## src/rtl/msp430_pkg.sv

```systemverilog
// Shared MSP430 datapath definitions: fetch state encoding, opcode format
// constants, register indices and the source-extension addressing rule.
package msp430_pkg;

  typedef enum logic [2:0] {
    RESET,
    FETCH_OP,
    FETCH_SRC,
    FETCH_DST,
    HOLD
  } ifetch_state_t;

  localparam logic [3:0] FMT1_MIN    = 4'h4;
  localparam logic [5:0] FMT2_PREFIX = 6'b000100;
  localparam logic [2:0] JMP_PREFIX  = 3'b001;

  localparam logic [3:0] R0 = 4'd0;
  localparam logic [3:0] R2 = 4'd2;
  localparam logic [3:0] R3 = 4'd3;

  localparam logic [1:0] AS_IDX     = 2'b01;
  localparam logic [1:0] AS_IND_INC = 2'b11;

  // Indexed/absolute/symbolic modes and #imm (@PC+) carry a word; R3 is the
  // constant generator and never does.
  function automatic logic src_ext_needed(input logic [1:0] as_mode,
                                          input logic [3:0] rs);
    return ((as_mode == AS_IDX) && (rs != R3)) ||
           ((as_mode == AS_IND_INC) && (rs == R0));
  endfunction

endpackage

```

## src/rtl/instr_fetch_if.sv

```systemverilog
// Fetch-stage bus bundle: memory read port, decoder handshake and redirect.
interface instr_fetch_if;
  logic        fetch_req;
  logic [15:0] fetch_addr;
  logic        fetch_ack;
  logic [15:0] fetch_data;
  logic        ir_valid;
  logic        ir_ready;
  logic [15:0] ir_word;
  logic [15:0] src_ext;
  logic [15:0] dst_ext;
  logic [1:0]  ext_cnt;
  logic [15:0] ir_pc;
  logic [15:0] next_pc;
  logic        redirect;
  logic [15:0] redirect_pc;
  logic        pc_fault;

  modport master (
    output fetch_req, fetch_addr, ir_valid, ir_word, src_ext, dst_ext,
           ext_cnt, ir_pc, next_pc, pc_fault,
    input  fetch_ack, fetch_data, ir_ready, redirect, redirect_pc
  );

  modport slave (
    input  fetch_req, fetch_addr, ir_valid, ir_word, src_ext, dst_ext,
           ext_cnt, ir_pc, next_pc, pc_fault,
    output fetch_ack, fetch_data, ir_ready, redirect, redirect_pc
  );
endinterface

```

## src/rtl/ext_word_dec.sv

```systemverilog
// Combinational count of extension words following an MSP430 opcode word.
module ext_word_dec
  import msp430_pkg::*;
(
  input  logic [15:0] opcode,
  output logic        src_need,
  output logic        dst_need,
  output logic [1:0]  ext_cnt
);

  always_comb begin
    src_need = 1'b0;
    dst_need = 1'b0;
    if (opcode[15:13] == JMP_PREFIX) begin
      src_need = 1'b0;
    end else if (opcode[15:12] >= FMT1_MIN) begin
      src_need = src_ext_needed(opcode[5:4], opcode[11:8]);
      dst_need = opcode[7];
    end else if (opcode[15:10] == FMT2_PREFIX) begin
      src_need = src_ext_needed(opcode[5:4], opcode[3:0]);
    end
    ext_cnt = {1'b0, src_need} + {1'b0, dst_need};
  end

endmodule

```

## src/rtl/instr_fetch.sv

```systemverilog
// MSP430 instruction fetch: gathers opcode plus extension words into a bundle.
// Define IFETCH_ODD_PC_CHECK_EN to flag odd redirect targets on pc_fault.
module instr_fetch
  import msp430_pkg::*;
(
  input  logic               clk,
  input  logic               rst,
  input  logic [15:0]        RST_VEC,
  instr_fetch_if.master      bus
);

  ifetch_state_t state_q, state_d;
  logic [15:0] pc_q, pc_d;
  logic [15:0] ir_word_q, ir_word_d;
  logic [15:0] ir_pc_q, ir_pc_d;
  logic [15:0] src_ext_q, src_ext_d;
  logic [15:0] dst_ext_q, dst_ext_d;
  logic [1:0]  ext_cnt_q, ext_cnt_d;
  logic [15:0] next_pc_q, next_pc_d;
  logic        dst_need_q, dst_need_d;
  logic        dec_src, dec_dst;
  logic [1:0]  dec_cnt;
  logic [15:0] pc_plus2;

  ext_word_dec u_ext_dec (
    .opcode   (bus.fetch_data),
    .src_need (dec_src),
    .dst_need (dec_dst),
    .ext_cnt  (dec_cnt)
  );

  assign pc_plus2 = pc_q + 16'd2;

  always_comb begin
    state_d    = state_q;
    pc_d       = pc_q;
    ir_word_d  = ir_word_q;
    ir_pc_d    = ir_pc_q;
    src_ext_d  = src_ext_q;
    dst_ext_d  = dst_ext_q;
    ext_cnt_d  = ext_cnt_q;
    next_pc_d  = next_pc_q;
    dst_need_d = dst_need_q;
    case (state_q)
      RESET: begin
        pc_d    = RST_VEC;
        state_d = FETCH_OP;
      end
      FETCH_OP: begin
        if (bus.fetch_ack) begin
          ir_word_d  = bus.fetch_data;
          ir_pc_d    = pc_q;
          pc_d       = pc_plus2;
          src_ext_d  = '0;
          dst_ext_d  = '0;
          ext_cnt_d  = dec_cnt;
          dst_need_d = dec_dst;
          if (dec_src) begin
            state_d = FETCH_SRC;
          end else if (dec_dst) begin
            state_d = FETCH_DST;
          end else begin
            state_d   = HOLD;
            next_pc_d = pc_plus2;
          end
        end
      end
      FETCH_SRC: begin
        if (bus.fetch_ack) begin
          src_ext_d = bus.fetch_data;
          pc_d      = pc_plus2;
          if (dst_need_q) begin
            state_d = FETCH_DST;
          end else begin
            state_d   = HOLD;
            next_pc_d = pc_plus2;
          end
        end
      end
      FETCH_DST: begin
        if (bus.fetch_ack) begin
          dst_ext_d = bus.fetch_data;
          pc_d      = pc_plus2;
          state_d   = HOLD;
          next_pc_d = pc_plus2;
        end
      end
      HOLD: begin
        if (bus.ir_ready) begin
          src_ext_d = '0;
          dst_ext_d = '0;
          state_d   = FETCH_OP;
        end
      end
      default: state_d = RESET;
    endcase
    // Redirect overrides any same-cycle ack; a HOLD handshake has already been consumed.
    if (bus.redirect && (state_q != RESET)) begin
      pc_d      = bus.redirect_pc & 16'hFFFE;
      state_d   = FETCH_OP;
      src_ext_d = '0;
      dst_ext_d = '0;
    end
  end

  always_ff @(posedge clk or negedge rst) begin
    if (!rst) begin
      state_q    <= RESET;
      pc_q       <= '0;
      ir_word_q  <= '0;
      ir_pc_q    <= '0;
      src_ext_q  <= '0;
      dst_ext_q  <= '0;
      ext_cnt_q  <= '0;
      next_pc_q  <= '0;
      dst_need_q <= 1'b0;
    end else begin
      state_q    <= state_d;
      pc_q       <= pc_d;
      ir_word_q  <= ir_word_d;
      ir_pc_q    <= ir_pc_d;
      src_ext_q  <= src_ext_d;
      dst_ext_q  <= dst_ext_d;
      ext_cnt_q  <= ext_cnt_d;
      next_pc_q  <= next_pc_d;
      dst_need_q <= dst_need_d;
    end
  end

`ifdef IFETCH_ODD_PC_CHECK_EN
  logic pc_fault_q, pc_fault_d;

  always_comb begin
    pc_fault_d = bus.redirect && bus.redirect_pc[0] && (state_q != RESET);
  end

  always_ff @(posedge clk or negedge rst) begin
    if (!rst) pc_fault_q <= 1'b0;
    else      pc_fault_q <= pc_fault_d;
  end

  assign bus.pc_fault = pc_fault_q;
`else
  assign bus.pc_fault = 1'b0;
`endif

  assign bus.fetch_req  = (state_q == FETCH_OP) || (state_q == FETCH_SRC) ||
                          (state_q == FETCH_DST);
  assign bus.fetch_addr = {pc_q[15:1], 1'b0};
  assign bus.ir_valid   = (state_q == HOLD);
  assign bus.ir_word    = ir_word_q;
  assign bus.ir_pc      = ir_pc_q;
  assign bus.src_ext    = src_ext_q;
  assign bus.dst_ext    = dst_ext_q;
  assign bus.ext_cnt    = ext_cnt_q;
  assign bus.next_pc    = next_pc_q;

endmodule

```

## src/flat_wrapper.sv

```systemverilog
// flat-port wrapper written by rule: the top's interface ports become plain ports
module instr_fetch_flat import msp430_pkg::*;
  (clk, rst, RST_VEC, bus_fetch_req, bus_fetch_addr, bus_ir_valid, bus_ir_word, bus_src_ext, bus_dst_ext, bus_ext_cnt, bus_ir_pc, bus_next_pc, bus_pc_fault, bus_fetch_ack, bus_fetch_data, bus_ir_ready, bus_redirect, bus_redirect_pc);
  instr_fetch_if bus_i ();
  input  logic clk;
  input  logic rst;
  input  logic [15:0] RST_VEC;
  output wire logic [$bits(bus_i.fetch_req)-1:0] bus_fetch_req;
  output wire logic [$bits(bus_i.fetch_addr)-1:0] bus_fetch_addr;
  output wire logic [$bits(bus_i.ir_valid)-1:0] bus_ir_valid;
  output wire logic [$bits(bus_i.ir_word)-1:0] bus_ir_word;
  output wire logic [$bits(bus_i.src_ext)-1:0] bus_src_ext;
  output wire logic [$bits(bus_i.dst_ext)-1:0] bus_dst_ext;
  output wire logic [$bits(bus_i.ext_cnt)-1:0] bus_ext_cnt;
  output wire logic [$bits(bus_i.ir_pc)-1:0] bus_ir_pc;
  output wire logic [$bits(bus_i.next_pc)-1:0] bus_next_pc;
  output wire logic [$bits(bus_i.pc_fault)-1:0] bus_pc_fault;
  input wire logic [$bits(bus_i.fetch_ack)-1:0] bus_fetch_ack;
  input wire logic [$bits(bus_i.fetch_data)-1:0] bus_fetch_data;
  input wire logic [$bits(bus_i.ir_ready)-1:0] bus_ir_ready;
  input wire logic [$bits(bus_i.redirect)-1:0] bus_redirect;
  input wire logic [$bits(bus_i.redirect_pc)-1:0] bus_redirect_pc;
  assign bus_fetch_req = bus_i.fetch_req;
  assign bus_fetch_addr = bus_i.fetch_addr;
  assign bus_ir_valid = bus_i.ir_valid;
  assign bus_ir_word = bus_i.ir_word;
  assign bus_src_ext = bus_i.src_ext;
  assign bus_dst_ext = bus_i.dst_ext;
  assign bus_ext_cnt = bus_i.ext_cnt;
  assign bus_ir_pc = bus_i.ir_pc;
  assign bus_next_pc = bus_i.next_pc;
  assign bus_pc_fault = bus_i.pc_fault;
  assign bus_i.fetch_ack = bus_fetch_ack;
  assign bus_i.fetch_data = bus_fetch_data;
  assign bus_i.ir_ready = bus_ir_ready;
  assign bus_i.redirect = bus_redirect;
  assign bus_i.redirect_pc = bus_redirect_pc;
  instr_fetch u_core (.clk(clk), .rst(rst), .RST_VEC(RST_VEC), .bus(bus_i));
endmodule
```

## config.mk

```make
export PLATFORM = sky130hd
export DESIGN_NAME = instr_fetch_flat
export DESIGN_NICKNAME = d
export VERILOG_FILES = /design/src/rtl/msp430_pkg.sv /design/src/rtl/instr_fetch_if.sv /design/src/rtl/ext_word_dec.sv /design/src/rtl/instr_fetch.sv /design/src/flat_wrapper.sv
export SDC_FILE = /design/constraint.sdc
export NUM_CORES = 1
export LEC_CHECK = 0
export CORE_MARGIN = 4
export CORE_UTILIZATION = 40
export CTS_CLUSTER_SIZE = 20
export DETAILED_ROUTE_END_ITERATION = 7
export GPL_TIMING_DRIVEN = 0
export PLACE_DENSITY_LB_ADDON = 0.1
export SLEW_MARGIN = 0
export SYNTH_ARGS = -nofsm -noshare
export SYNTH_HDL_FRONTEND = slang
export SYNTH_SLANG_ARGS = --single-unit
```

## constraint.sdc

```tcl
create_clock -name clk -period 2.2 [get_ports clk]
set_clock_uncertainty 0.2 [all_clocks]
set_input_delay 0.44 -clock clk [delete_from_list [all_inputs] [get_ports clk]]
set_output_delay 0.44 -clock clk [all_outputs]
set_load 0.03 [all_outputs]
```

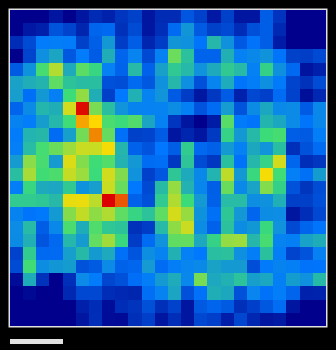
Fig. 1. Routed metal per tile (run 1).
The bar under the picture is 20 um long. 24 x 24 tiles, from dark blue (low) to red (high), scaled to the fullest tile. Values are wire area over tile area, all layers added.
6.2% of the tiles are nearly empty. The mean over all tiles is 0.17. The densest ninth of the die: west.

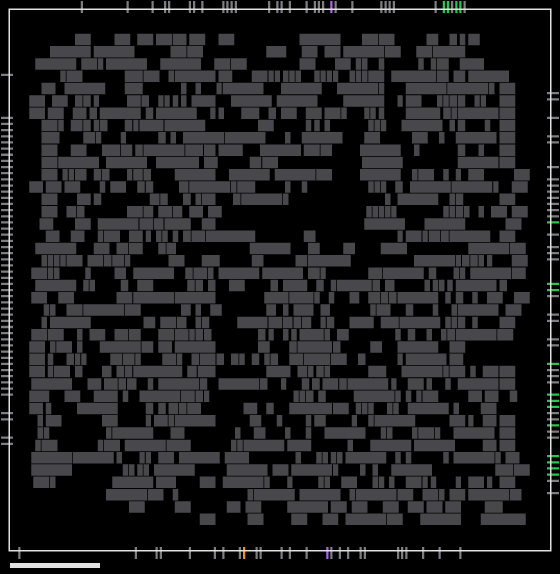
Fig. 2. Ports around the boundary (run 1).
The bar under the picture is 20 um long. Pins as bars across the die edge, other pins in gray.
Key: `bus_ext_cnt` = purple [pins 2, direction output, edge 1 north, 1 south]; `bus_fetch_data` = green [pins 16, direction input, edge 12 east, 4 north]; `bus_fetch_ack` = orange [pins 1, direction input, edge south]
All pins by edge: 51 west, 43 east, 34 north, 26 south.

==> flow_summary.json, run 1 <==
{
  "status": "complete, but fails checks",
  "violations": "setup timing",
  "numPortBuffers": 149,
  "power_uw": 7267,
  "most-common-layout-cells": "170 x nand2_1, 118 x clkdlybuf4s50_1, 100 x dfrtp_1, 31 x o21ai_0, 27 x inv_1",
  "yosys_cells": 545,
  "cp_top_family": "AND-OR/OR-AND gates",
  "cts.sinks": 102,
  "seqPwrFrac_pct": 36.0,
  "gr-total-overflow": 0,
  "whs_endpoint": "u_core.bus.dst_ext[2]",
  "openroad.warnings": 33,
  "min-delay-start": "bus_fetch_data[2]",
  "cap_violations": 0,
  "clock_latency_ns": 0.34,
  "reg2reg_slack_ns": 0.07,
  "reg2reg_depth": 6,
  "drc": 0,
  "setup_ws_ns": -0.02495,
  "adder_share_pct": 1.261,
  "mux_share_pct": 7.010,
  "drive_gt1_share_pct": 13.28,
  "fin_setup_tns_ns": -0.02495,
  "grt_pass1_vias": 4591,
  "async_flop_share_pct": 100.0,
  "hold_depth": 3,
  "synth_top_area_share_pct": 51.44,
  "startpoint": "bus_fetch_data[2]",
  "ff_type": "dfrtp_1",
  "grt_use_met1_pct": 27.35,
  "setup_viol": 1,
  "nets": 777,
  "gp_congestion": 0.8565,
  "ys_warn_count": 0,
  "cts_tree": "done",
  "syn-cell-area_um2": 4962
}
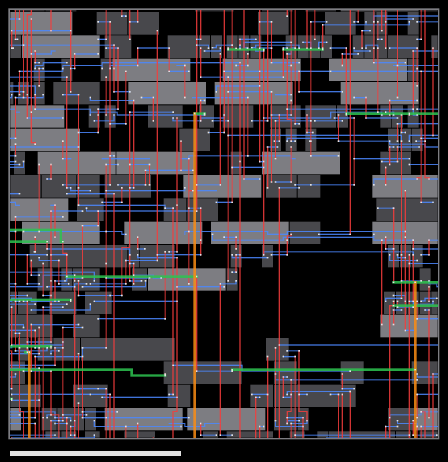
Fig. 3. Zoomed window (run 1).
The bar under the picture is 20 um long. Region (35, 59) to (85, 109) um. Cells in gray, sequential cells in the stronger gray; small squares are vias.
Key: metal 2 = red; metal 1 = blue; metal 3 = green; metal 4 = orange
131 logic cells have their middle in the window. Most frequent: nand2_1 (44), dfrtp_1 (23), clkdlybuf4s50_1 (12). Sequential cells in the window: 24. Netlist names of flops here include `u_core.bus.ir_word` (5), `u_core.bus.next_pc` (5), `u_core.pc_q` (5).

==> run 1: worst register-to-register path, cell delays in order (launching register included) <==
cell and delay (ns):
dfrtp_1 0.42, buf_2 0.21, o31a_1 0.33, buf_2 0.21, clkbuf_4 0.22, a211oi_1 0.28, o32ai_1 0.14
==> run 1: sequential cells by signal, indices dropped and copies added, names as in the netlist <==
name	cells
u_core.bus.ir_word	16
u_core.state_q	3
u_core.bus.next_pc	16
u_core.bus.ir_pc	16
u_core.dst_need_q	1
u_core.bus.src_ext	16
u_core.bus.dst_ext	16
u_core.bus.ext_cnt	2
u_core.pc_q	16
==> run 1: per-stage QoR <==
step / std cells / area [um2] / setup WS (ns)
2_1_floorplan: 546 / 4991 / -0.08983
3_3_place_gp: 863 / 6693 / -3.428
3_5_place_dp: 864 / 6718 / -0.9642
4_1_cts: 886 / 7153 / -0.02278
5_1_grt: 891 / 7249 / -0.1649
6_report: 891 / 7249 / -0.02495
==> run 1: power groups by stage <==
stage,Sequential (uW),Combinational [uW],Clock (uW)
after floorplan,3390,869,0
after global placement,2640,2900,0
after detailed placement,2650,2930,0
after CTS,2620,2960,1730
after global routing,2680,3180,1810
final,2620,2970,1680
==> run 1: area by class of cell <==
class | instances | area share, %
sequential | 102 | 35.24
multi-input combinational | 382 | 31.45
timing repair buffer | 163 | 22.09
clock buffer | 11 | 3.210
tap | 168 | 2.900
buffer | 31 | 2.520
inverter | 30 | 1.588
clock inverter | 4 | 1.001
==> run 1: repair_timing <==
item,4_1_cts,5_1_grt
hold buffers,1,0
gates resized,89,33
setup buffers,7,5
endpoints found under the hold margin,43,0
pin swaps,5,9
endpoints found under the setup margin,82,67
==> run 1: metal layers <==
metal  share of wire [%]  up-vias
li1                    -     2155
met1                  43     2134
met2                  46      177
met3                 7.8       27
met4                 2.5        0
met5                   0        -
==> run 2, diff against run 1 <==
Settings changed: ABC_CLOCK_PERIOD_IN_PS set to 2200, SKIP_LAST_GASP set to 1.
==> run 2 against run 1 <==
Against the previous run:
- first-iteration DRC count decreased by 10%
- the flow still finishes with violations (setup timing)
- routed wire length fell by 0.44%
- via count fell by 0.36%
- synthesized cell count did not move
- largest cell class unchanged
- sequential share of layout area about the same
- sequential cell count unchanged
==> flow_summary.json, run 2 <==
{
  "status": "complete, but fails checks",
  "violations": "setup timing",
  "most-common-layout-cells": "170 x nand2_1, 118 x clkdlybuf4s50_1, 100 x dfrtp_1, 31 x o21ai_0, 28 x inv_1",
  "wl_met2_um": 6973,
  "drc": 0,
  "ys_warn_count": 0,
  "drive_gt1_share_pct": 13.59,
  "min-delay-start": "bus_fetch_data[2]",
  "hold_depth": 3,
  "yosys_cells": 545,
  "cts_tree": "done",
  "highest_layer": "met4",
  "async_flop_share_pct": 100.0,
  "cts.sinks": 102,
  "fin_setup_tns_ns": -0.05794,
  "whs_endpoint": "u_core.bus.dst_ext[2]",
  "reg2reg_slack_ns": 0.02,
  "wl_met1_um": 6556,
  "setup_viol": 2,
  "antenna_found_initial": 0,
  "synth_top_area_share_pct": 51.44,
  "ff_type": "dfrtp_1",
  "grt_pass1_vias": 4589,
  "startpoint": "u_core.state_q[0]",
  "setup_ws_ns": -0.03256,
  "nets": 775,
  "gp_congestion": 0.8565,
  "syn-cell-area_um2": 4962,
  "wl_met3_um": 1077,
  "reg2reg_depth": 7
}
## run 2: repair_timing
action                                  CTS  global route
endpoints found under the hold margin    43             0
buffers inserted                          7             4
gates resized                            85            38
hold buffers                              1             0
endpoints found under the setup margin   82            71
pin swaps                                 5             8
## run 2: logic make-up after synthesis
| family | synth area share, % |
|---|---|
| adder cells (fa/ha/maj) | 1.261 |
| other | 0.07557 |
| multiplexers | 7.010 |
| flip-flops | 51.44 |
| AND-OR/OR-AND | 12.38 |
| XOR/XNOR | 2.295 |
| buffers and inverters | 5.269 |
| AND/OR/NAND/NOR | 20.27 |
## run 2: power by group through the flow
stage	sequential (uW)	clock (uW)	combinational, uW
after CTS	2620	1730	2960
final	2630	1690	2950
after global placement	2640	0	2900
after floorplan	3390	0	869
after detailed placement	2650	0	2930
after global routing	2690	1810	3160
## run 2: stage by stage
stage / power [uW] / setup WS (ns) / utilization (%) / instance area, um2 / instances
3_5_place_dp: 5577 / -0.9642 / 55.69 / 6718 / 864
2_1_floorplan: 4262 / -0.08983 / - / 4991 / 546
3_3_place_gp: 5534 / -3.428 / 55.49 / 6693 / 863
6_report: 7269 / -0.03256 / 60.17 / 7257 / 889
4_1_cts: 7304 / -0.07098 / 59.22 / 7143 / 886
5_1_grt: 7660 / -0.1362 / 60.17 / 7257 / 889
## run 2: worst max-delay path, cell delays in order (launching register included)
cell and delay (ns):
dfrtp_2 0.47, clkbuf_8 0.20, o21bai_4 0.14, inv_2 0.09, buf_4 0.18, buf_4 0.17
## run 2: area by class of cell
type	instances	area share, %
plain buffers	30	2.362
clock buffers	11	3.207
clock inverters	4	1.000
inverters	30	1.552
multi-input cells	382	31.69
flip-flops and latches	102	35.21
well taps	168	2.897
repair buffers	162	22.09
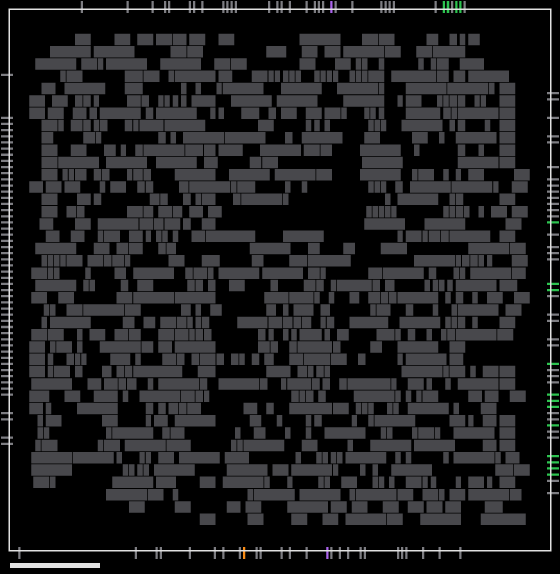
Fig. 4. Ports around the boundary (run 2).
The bar under the picture is 20 um long. Pins as bars across the die edge, other pins in gray.
Die X: 119.4 um
IO buf count: 149
Chip Height: 119.4 um

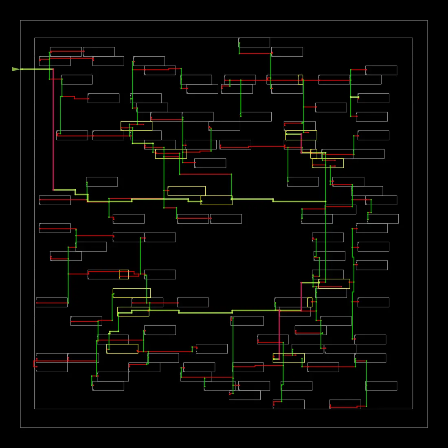
Fig. 5. Clock nets (run 2).
Flops: 102
clock buffer count: 11
clk_lat worst skew: 0.35 ns

==> run 3, diff against run 2 <==
Settings changed: CORE_MARGIN 4 to 2.
==> run 3 against run 2 <==
Against the previous run:
- the flow still finishes with violations (setup timing)
- non-clock buffer count is the same
- maximum frequency grew 0.41%
- clock-buffer cell count rose by 2
- critical endpoint unchanged
==> flow_summary.json, run 3 <==
{
  "status": "complete, but fails checks",
  "adder_share_pct": 1.261,
  "most-common-layout-cells": "170 x nand2_1, 118 x clkdlybuf4s50_1, 100 x dfrtp_1, 30 x o21ai_0, 28 x inv_1",
  "crit_chain": "clkbuf_4 -> buf_6 -> o21bai_4 -> inv_2 -> buf_6 -> buf_4",
  "ff_type": "dfrtp_1",
  "yosys_cells": 545,
  "async_flop_share_pct": 100.0,
  "comb_cell_power_uw": 2970,
  "fin_setup_tns_ns": -0.05711,
  "mux_share_pct": 7.010,
  "top_power_group": "combinational cells",
  "die_w_um": 115.4,
  "cpPeakStageDelay_ns": 0.36,
  "ys_sh_xor_pct": 2.295,
  "final_area_um2": 7204,
  "place_ws_ns": -0.9695,
  "synth_top_area_share_pct": 51.44,
  "drive_gt1_share_pct": 12.60,
  "cap_violations": 0,
  "aoi_share_pct": 12.38,
  "hold_depth": 3,
  "antenna_found_initial": 0,
  "simple_gate_area_share_pct": 20.27,
  "whs_endpoint": "u_core.bus.ir_word[2]",
  "dp.cells": 864,
  "top_logic_kind": "simple AND/OR/NAND/NOR gates",
  "cts.sinks": 102,
  "openroad.warnings": 33,
  "powerClk_uw": 1550,
  "post_cts_buffers": 5,
  "setup_viol": 5,
  "crit_buf_inv": 5,
  "final_cells": 890,
  "reg2reg_depth": 6,
  "ys_warn_count": 0,
  "drc": 0,
  "clock_latency_ns": 0.36,
  "reg2reg_slack_ns": 0.10,
  "nets": 775,
  "setup_ws_ns": -0.02342,
  "seqPwrFrac_pct": 36.7,
  "syn-cell-area_um2": 4962,
  "violations": "setup timing"
}
## run 3: netlist changes by cell type in the layout (fill, tap and decap cells not counted), sizes merged
cell,previous run,this run
dlygate4sd2,17,14
clkdlybuf4s15,4,3
clkinv,1,3
dlymetal6s2s,3,6
bufinv,2,0
clkinvlp,1,0
buf,28,27
clkbuf,32,36
## run 3: logic make-up (layout without fill, tap and decap cells)
kind of cell	count (synthesis)	count (layout)
flops	102	102
simple gates	236	236
fa+ha+maj	5	5
buf+inv	62	238
xor+xnor	13	13
mux	32	32
compound gates	94	94
other cells	1	2
## run 3: metal layers
| metal | global-route usage [%] | vias up | part of all wire [%] |
|---|---|---|---|
| met5 | 0 | - | 0 |
| met4 | 10.84 | 0 | 2.0 |
| met3 | 5.482 | 17 | 7.2 |
| met2 | 36.73 | 161 | 47 |
| met1 | 29.04 | 2103 | 44 |
| li1 | - | 2152 | - |
## run 3: worst max-delay path by stage
| stage | endpoint | startpoint | slack [ns] | cells past startpoint |
|---|---|---|---|---|
| finish | bus_fetch_req | u_core.state_q[0] | -0.02 | 6 |
| global route | u_core.state_q[0] | bus_fetch_data[3] | -0.11 | 11 |
| CTS | bus_fetch_req | u_core.state_q[0] | -0.15 | 6 |
| detailed placement | u_core.bus.next_pc[12] | bus_fetch_data[5] | -0.97 | 7 |
| global placement | u_core.bus.next_pc[3] | rst | -3.43 | 1 |
| floorplan | u_core.state_q[0] | bus_fetch_data[3] | -0.09 | 10 |
## run 3: worst min-delay path: cells and delay by family
kind,cells,cell delay (ns)
simple gates,2,0.10
buf+inv,1,0.10
## run 3: final cells by class
type                    count  area [um2]
plain buffers              31       177.7
well taps                 168       210.2
clock inverters             3       18.77
repair buffers            161        1617
flip-flops and latches    102        2555
clock buffers              13       260.3
fillers                  1085        4857
multi-input cells         382        2253
inverters                  30       112.6
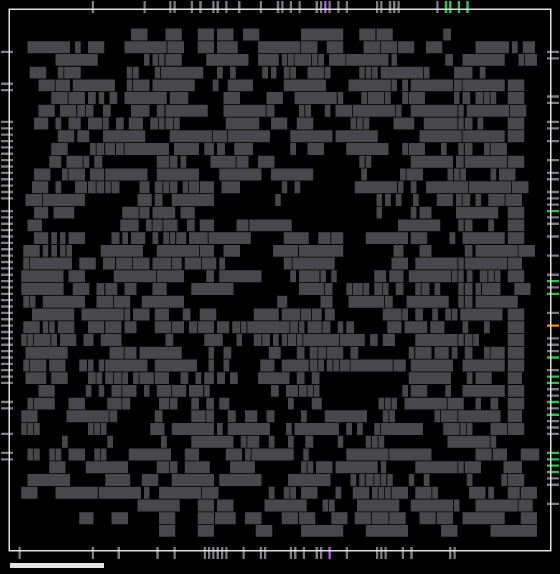
Fig. 6. Ports around the boundary (run 3).
The bar under the picture is 20 um long. Pins as bars across the die edge, other pins in gray.
Key: `bus_fetch_data` = green [pins 16, direction input, edge 12 east, 4 north]; `bus_fetch_ack` = orange [pins 1, direction input, edge east]; `bus_ext_cnt` = purple [pins 2, direction output, edge 1 north, 1 south]

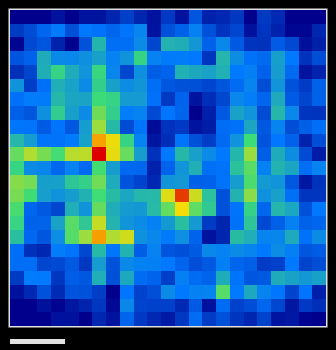
Fig. 7. Routed metal per tile (run 3).
The bar under the picture is 20 um long. 23 x 23 tiles, from dark blue (low) to red (high), scaled to the fullest tile. Values are wire area over tile area, all layers added.
4.5% of the tiles are nearly empty. 7.8% of the tiles are over half the peak. The mean over all tiles is 0.18. The fullest tile reaches 0.70. The emptiest ninth of the die: north-east.

Power figures rest on the tool's default switching activity, not on a simulated workload.
